**Where the registers sit**

Other sequential cells in the stronger gray, the rest of the logic in the fainter gray.
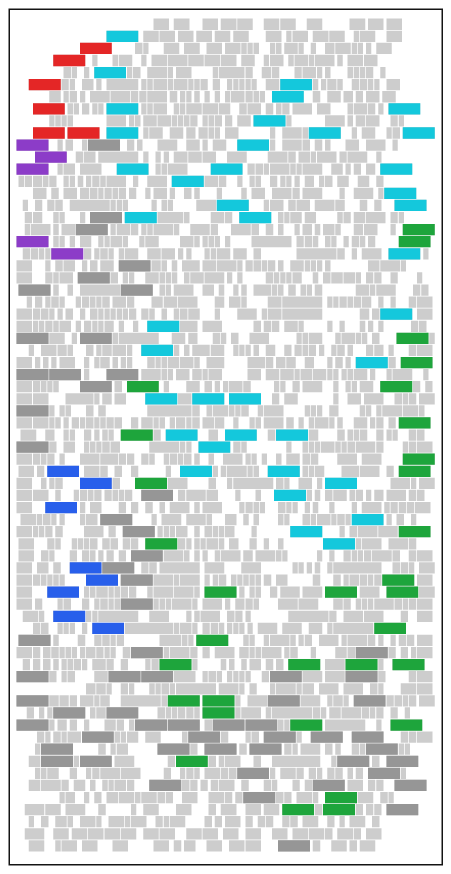
**Routing congestion map**

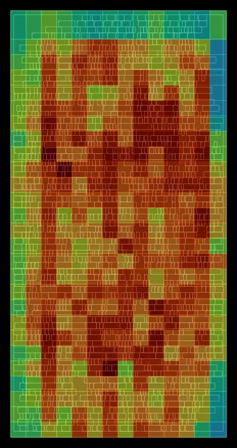
**Pin placement**

Pins as bars across the die edge, other pins in gray.
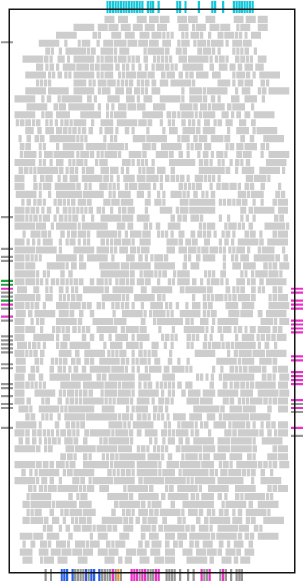
==> config.mk <==
export PLATFORM = sky130hd
export DESIGN_NAME = lms_mu_scheduler_flat
export DESIGN_NICKNAME = d
export VERILOG_FILES = /design/src/rtl/lms_mu_if.sv /design/src/rtl/lms_mu_scheduler.sv /design/src/flat_wrapper.sv
export SDC_FILE = /design/constraint.sdc
export NUM_CORES = 1
export LEC_CHECK = 0
export ABC_AREA = 1
export CAP_MARGIN = 25
export CORE_ASPECT_RATIO = 2
export CORE_UTILIZATION = 60
export DETAILED_ROUTE_END_ITERATION = 16
export PLACE_DENSITY = 0.85
export SYNTH_ARGS = -nofsm -noshare
export SYNTH_HDL_FRONTEND = slang
export SYNTH_SLANG_ARGS = --single-unit
export TNS_END_PERCENT = 1
==> constraint.sdc <==
create_clock -name clk -period 15.23 [get_ports clk]
set_input_delay 3.046 -clock clk [delete_from_list [all_inputs] [get_ports clk]]
set_output_delay 3.046 -clock clk [all_outputs]
set_load 0.005 [all_outputs]
==> src/rtl/lms_mu_if.sv <==
// lms_mu_if: control, config, error stream and status between registers, filter and scheduler
interface lms_mu_if;
    logic               start;
    logic               stop;
    logic               e_valid;
    logic signed [32:0] e_in;
    logic [7:0]         mu_start_in;
    logic [7:0]         mu_final_in;
    logic [31:0]        thr_conv_in;
    logic [31:0]        thr_div_in;
    logic [7:0]         mu_out;
    logic               filt_rst_n;
    logic               busy;
    logic               converged;
    logic               fail;
    logic               win_done;
    logic [2:0]         state;

    modport master (
        output start, stop, e_valid, e_in, mu_start_in, mu_final_in, thr_conv_in, thr_div_in,
        input  mu_out, filt_rst_n, busy, converged, fail, win_done, state
    );

    modport slave (
        input  start, stop, e_valid, e_in, mu_start_in, mu_final_in, thr_conv_in, thr_div_in,
        output mu_out, filt_rst_n, busy, converged, fail, win_done, state
    );
endinterface

==> src/rtl/lms_mu_scheduler.sv <==
// lms_mu_scheduler: step-size scheduler and run sequencer for the 16-tap LMS FIR
module lms_mu_scheduler #(
    parameter int WIN_LOG2  = 6,
    parameter int FLUSH_LEN = 16,
    parameter int MAX_WIN   = 255
) (
    input logic     clk,
    input logic     reset,
    lms_mu_if.slave bus
);
    localparam int AW  = 33 + WIN_LOG2;
    localparam int FCW = $clog2(FLUSH_LEN + 1);
    localparam int TWW = $clog2(MAX_WIN + 1);
    localparam logic [FCW-1:0] FLUSH_LAST = FCW'(FLUSH_LEN - 1);
    localparam logic [TWW-1:0] WIN_LIMIT  = TWW'(MAX_WIN);

    typedef enum logic [2:0] {
        S_IDLE  = 3'd0,
        S_FLUSH = 3'd1,
        S_TRAIN = 3'd2,
        S_TRACK = 3'd3,
        S_FAIL  = 3'd4
    } state_t;

    state_t          state_q, state_d;
    logic [7:0]      mu_q, mu_d;
    logic [7:0]      mu_start_q, mu_start_d;
    logic [7:0]      mu_final_q, mu_final_d;
    logic [31:0]     thr_conv_q, thr_conv_d;
    logic [31:0]     thr_div_q, thr_div_d;
    logic [AW-1:0]   acc_q, acc_d;
    logic [WIN_LOG2-1:0] cnt_q, cnt_d;
    logic [FCW-1:0]  fcnt_q, fcnt_d;
    logic [TWW-1:0]  twin_q, twin_d;
    logic [TWW-1:0]  twin_inc;
    logic            fail_q, fail_d;
    logic            win_done_q, win_done_d;
    logic            filt_q, filt_d;
    logic [32:0]     mag;
    logic [AW-1:0]   sum;
    logic [32:0]     mean;
    logic            win_end;
    logic            conv_ok;
    logic            div_hit;

    // Window arithmetic: the completing sample is folded into the mean it closes
    always_comb begin
        mag      = bus.e_in[32] ? $unsigned(-bus.e_in) : $unsigned(bus.e_in);
        sum      = acc_q + AW'(mag);
        mean     = sum[AW-1:WIN_LOG2];
        win_end  = (state_q == S_TRAIN || state_q == S_TRACK) && bus.e_valid && (cnt_q == '1);
        conv_ok  = mean <= {1'b0, thr_conv_q};
        div_hit  = mean > {1'b0, thr_div_q};
        twin_inc = twin_q + 1'b1;
    end

    // Next-state, step and counter logic; stop outranks window evaluation, which outranks start
    always_comb begin
        state_d    = state_q;
        mu_d       = mu_q;
        mu_start_d = mu_start_q;
        mu_final_d = mu_final_q;
        thr_conv_d = thr_conv_q;
        thr_div_d  = thr_div_q;
        acc_d      = acc_q;
        cnt_d      = cnt_q;
        fcnt_d     = fcnt_q;
        twin_d     = twin_q;
        fail_d     = fail_q;
        win_done_d = 1'b0;
        if (bus.stop) begin
            state_d = S_IDLE;
            mu_d    = mu_start_q;
            fail_d  = 1'b0;
            acc_d   = '0;
            cnt_d   = '0;
            fcnt_d  = '0;
            twin_d  = '0;
        end else begin
            case (state_q)
                S_IDLE, S_FAIL: begin
                    if (bus.start) begin
                        state_d    = S_FLUSH;
                        mu_start_d = bus.mu_start_in;
                        mu_final_d = (bus.mu_final_in < bus.mu_start_in) ? bus.mu_start_in : bus.mu_final_in;
                        thr_conv_d = bus.thr_conv_in;
                        thr_div_d  = bus.thr_div_in;
                        mu_d       = bus.mu_start_in;
                        fail_d     = 1'b0;
                        acc_d      = '0;
                        cnt_d      = '0;
                        fcnt_d     = '0;
                        twin_d     = '0;
                    end
                end
                S_FLUSH: begin
                    if (bus.e_valid) begin
                        fcnt_d  = (fcnt_q == FLUSH_LAST) ? '0 : fcnt_q + 1'b1;
                        state_d = (fcnt_q == FLUSH_LAST) ? S_TRAIN : S_FLUSH;
                        acc_d   = '0;
                        cnt_d   = '0;
                        twin_d  = '0;
                    end
                end
                S_TRAIN, S_TRACK: begin
                    if (bus.e_valid) begin
                        acc_d = win_end ? '0 : sum;
                        cnt_d = cnt_q + 1'b1;
                    end
                    if (win_end) begin
                        win_done_d = 1'b1;
                        if (state_q == S_TRAIN) begin
                            twin_d = twin_inc;
                            if (conv_ok && mu_q == mu_final_q) begin
                                state_d = S_TRACK;
                            end else begin
                                mu_d    = conv_ok ? mu_q + 8'd1 : mu_q;
                                state_d = (twin_inc == WIN_LIMIT) ? S_FAIL : S_TRAIN;
                                fail_d  = (twin_inc == WIN_LIMIT);
                            end
                        end else if (div_hit) begin
                            state_d = S_TRAIN;
                            mu_d    = mu_start_q;
                            twin_d  = '0;
                        end
                    end
                end
                default: state_d = S_IDLE;
            endcase
        end
        filt_d = (state_d == S_FLUSH || state_d == S_TRAIN || state_d == S_TRACK);
    end

    // State and datapath registers with synchronous active-low reset
    always_ff @(posedge clk) begin
        if (!reset) begin
            state_q    <= S_IDLE;
            mu_q       <= '0;
            mu_start_q <= '0;
            mu_final_q <= '0;
            thr_conv_q <= '0;
            thr_div_q  <= '0;
            acc_q      <= '0;
            cnt_q      <= '0;
            fcnt_q     <= '0;
            twin_q     <= '0;
            fail_q     <= 1'b0;
            win_done_q <= 1'b0;
            filt_q     <= 1'b0;
        end else begin
            state_q    <= state_d;
            mu_q       <= mu_d;
            mu_start_q <= mu_start_d;
            mu_final_q <= mu_final_d;
            thr_conv_q <= thr_conv_d;
            thr_div_q  <= thr_div_d;
            acc_q      <= acc_d;
            cnt_q      <= cnt_d;
            fcnt_q     <= fcnt_d;
            twin_q     <= twin_d;
            fail_q     <= fail_d;
            win_done_q <= win_done_d;
            filt_q     <= filt_d;
        end
    end

    assign bus.mu_out     = mu_q;
    assign bus.filt_rst_n = filt_q;
    assign bus.busy       = (state_q == S_FLUSH || state_q == S_TRAIN || state_q == S_TRACK);
    assign bus.converged  = (state_q == S_TRACK);
    assign bus.fail       = fail_q;
    assign bus.win_done   = win_done_q;
    assign bus.state      = state_q;
endmodule

==> src/flat_wrapper.sv <==
// flat-port wrapper written by rule: the top's interface ports become plain ports
module lms_mu_scheduler_flat 
#(
    parameter int WIN_LOG2  = 6,
    parameter int FLUSH_LEN = 16,
    parameter int MAX_WIN   = 255
)
  (clk, reset, bus_start, bus_stop, bus_e_valid, bus_e_in, bus_mu_start_in, bus_mu_final_in, bus_thr_conv_in, bus_thr_div_in, bus_mu_out, bus_filt_rst_n, bus_busy, bus_converged, bus_fail, bus_win_done, bus_state);
  lms_mu_if bus_i ();
  input logic clk;
  input logic reset;
  input wire logic [$bits(bus_i.start)-1:0] bus_start;
  input wire logic [$bits(bus_i.stop)-1:0] bus_stop;
  input wire logic [$bits(bus_i.e_valid)-1:0] bus_e_valid;
  input wire logic [$bits(bus_i.e_in)-1:0] bus_e_in;
  input wire logic [$bits(bus_i.mu_start_in)-1:0] bus_mu_start_in;
  input wire logic [$bits(bus_i.mu_final_in)-1:0] bus_mu_final_in;
  input wire logic [$bits(bus_i.thr_conv_in)-1:0] bus_thr_conv_in;
  input wire logic [$bits(bus_i.thr_div_in)-1:0] bus_thr_div_in;
  output wire logic [$bits(bus_i.mu_out)-1:0] bus_mu_out;
  output wire logic [$bits(bus_i.filt_rst_n)-1:0] bus_filt_rst_n;
  output wire logic [$bits(bus_i.busy)-1:0] bus_busy;
  output wire logic [$bits(bus_i.converged)-1:0] bus_converged;
  output wire logic [$bits(bus_i.fail)-1:0] bus_fail;
  output wire logic [$bits(bus_i.win_done)-1:0] bus_win_done;
  output wire logic [$bits(bus_i.state)-1:0] bus_state;
  assign bus_i.start = bus_start;
  assign bus_i.stop = bus_stop;
  assign bus_i.e_valid = bus_e_valid;
  assign bus_i.e_in = bus_e_in;
  assign bus_i.mu_start_in = bus_mu_start_in;
  assign bus_i.mu_final_in = bus_mu_final_in;
  assign bus_i.thr_conv_in = bus_thr_conv_in;
  assign bus_i.thr_div_in = bus_thr_div_in;
  assign bus_mu_out = bus_i.mu_out;
  assign bus_filt_rst_n = bus_i.filt_rst_n;
  assign bus_busy = bus_i.busy;
  assign bus_converged = bus_i.converged;
  assign bus_fail = bus_i.fail;
  assign bus_win_done = bus_i.win_done;
  assign bus_state = bus_i.state;
  lms_mu_scheduler #(.WIN_LOG2(WIN_LOG2), .FLUSH_LEN(FLUSH_LEN), .MAX_WIN(MAX_WIN)) u_core (.clk(clk), .reset(reset), .bus(bus_i));
endmodule
==> metrics.yaml <==
setup_path:
  crit_fanout: 8
  cp_slowest_cell: "clkdlybuf4s50_1"
  cp_top_family: "simple AND/OR/NAND/NOR gates"
  worstPathRequired_ns: 15.56
pwr:
  netSwitchingPower_mw: 0.344
  powerDensity_nw_per_um2: 87.6
  p_sw_share_pct: 30.3
  p_clk_share_pct: 40.2
  total_leakage_power_nw: 5.64
  combPwrFrac_pct: 22.4
cts:
  htreeDepth: 4
  cts_hold_buf: 0
  clockRootBuffer: "clkbuf_16"
  cts_sinks: 152
placement:
  dpl_cell_area_um2: 12300
  hpwlAfterDp_um: 24200
cells_and_area:
  postLayoutCellArea_um2: 12900
  lay_top_count: "nand2_1"
  final_cell_mix: "nand2_1 (309), inv_1 (201), a21oi_1 (189)"
  drive_above_1_share_pct: 6.08
  instances_no_fill: 1908
yosys:
  yosysTopAreaCellShare_pct: 28.0
  logic_family: "simple AND/OR/NAND/NOR gates"
  yosysUniqueCellTypes: 58
  fa_ha_area_share_pct: 13.4
  synth_area_um2: 10900
  yosysChipArea_um2: 10900
status:
  outcome: "finished clean"
detailed_routing:
  first_pass_iters: 5
  ant_nets: 0
final_timing:
  slew_headroom_pct: 40.7
  finalClockSkew_ns: 0.00811
  rsz0062_at_grt: "no"
job:
  maxCapViolCount: 0
die:
  rows: 69
-- 'where the registers sit' (at the start) --
legend:
  red:
    netlist_name: `u_core.cnt_q`
    placed_flops: 6
    where: upper left
  purple:
    netlist_name: `u_core.fcnt_q`
    placed_flops: 5
    where: upper left
  blue:
    netlist_name: `u_core.bus.mu_out`
    placed_flops: 8
  green:
    netlist_name: `u_core.thr_div_q`
    placed_flops: 32
  cyan:
    netlist_name: `u_core.acc_q`
    placed_flops: 39
not colored: 62
Register Area: 3040 µm²
Finished Core Util: 73.2%
Seq. pwr: 0.424 mW

-- 'routing congestion map' (at the start) --
GR Util met2: 68.3%
grt met3 use: 4.08%
Routed WL per cell: 16.4 µm
GRT busiest layer: met2
GRT Overall Usage: 34.2%

-- 'pin placement' (at the start) --
legend:
  magenta:
    port: `bus_thr_div_in`
    pins: 32
    direction: input
    edge: 18 right, 11 bottom, 3 left
  green:
    port: `bus_state`
    pins: 3
    direction: output
    edge: left
  orange:
    port: `reset`
    pins: 1
    direction: input
    edge: bottom
  blue:
    port: `bus_mu_final_in`
    pins: 8
    direction: input
    edge: bottom
  cyan:
    port: `bus_e_in`
    pins: 33
    direction: input
    edge: top
all pins by edge: 52 bottom, 33 top, 28 left, 21 right
Horiz. Die Dim: 97.1 µm
number of port buffers: 133
Die H: 192 µm

final cells by class:
cell class / instances / area [µm²]
fill: 1450 / 4750
timing repair buffer: 139 / 1390
multi-input combinational: 1163 / 6830
clock inverter: 12 / 163
clock buffer: 20 / 467
sequential: 152 / 3040
tap: 213 / 267
inverter: 209 / 786
final timing paths:
kind	end	cells after the start	slack, ns	startpoint
setup / recovery	u_core.bus.mu_out[3]	38	6.53	bus_e_in[0]
hold / removal	u_core.fcnt_q[4]	2	0.46	u_core.fcnt_q[4]
setup reg to reg	u_core.twin_q[6]	30	10.35	u_core.acc_q[0]
hold reg to reg	u_core.fcnt_q[4]	2	0.46	u_core.fcnt_q[4]
No activity file was given, so power comes from the tool's default toggle rates.
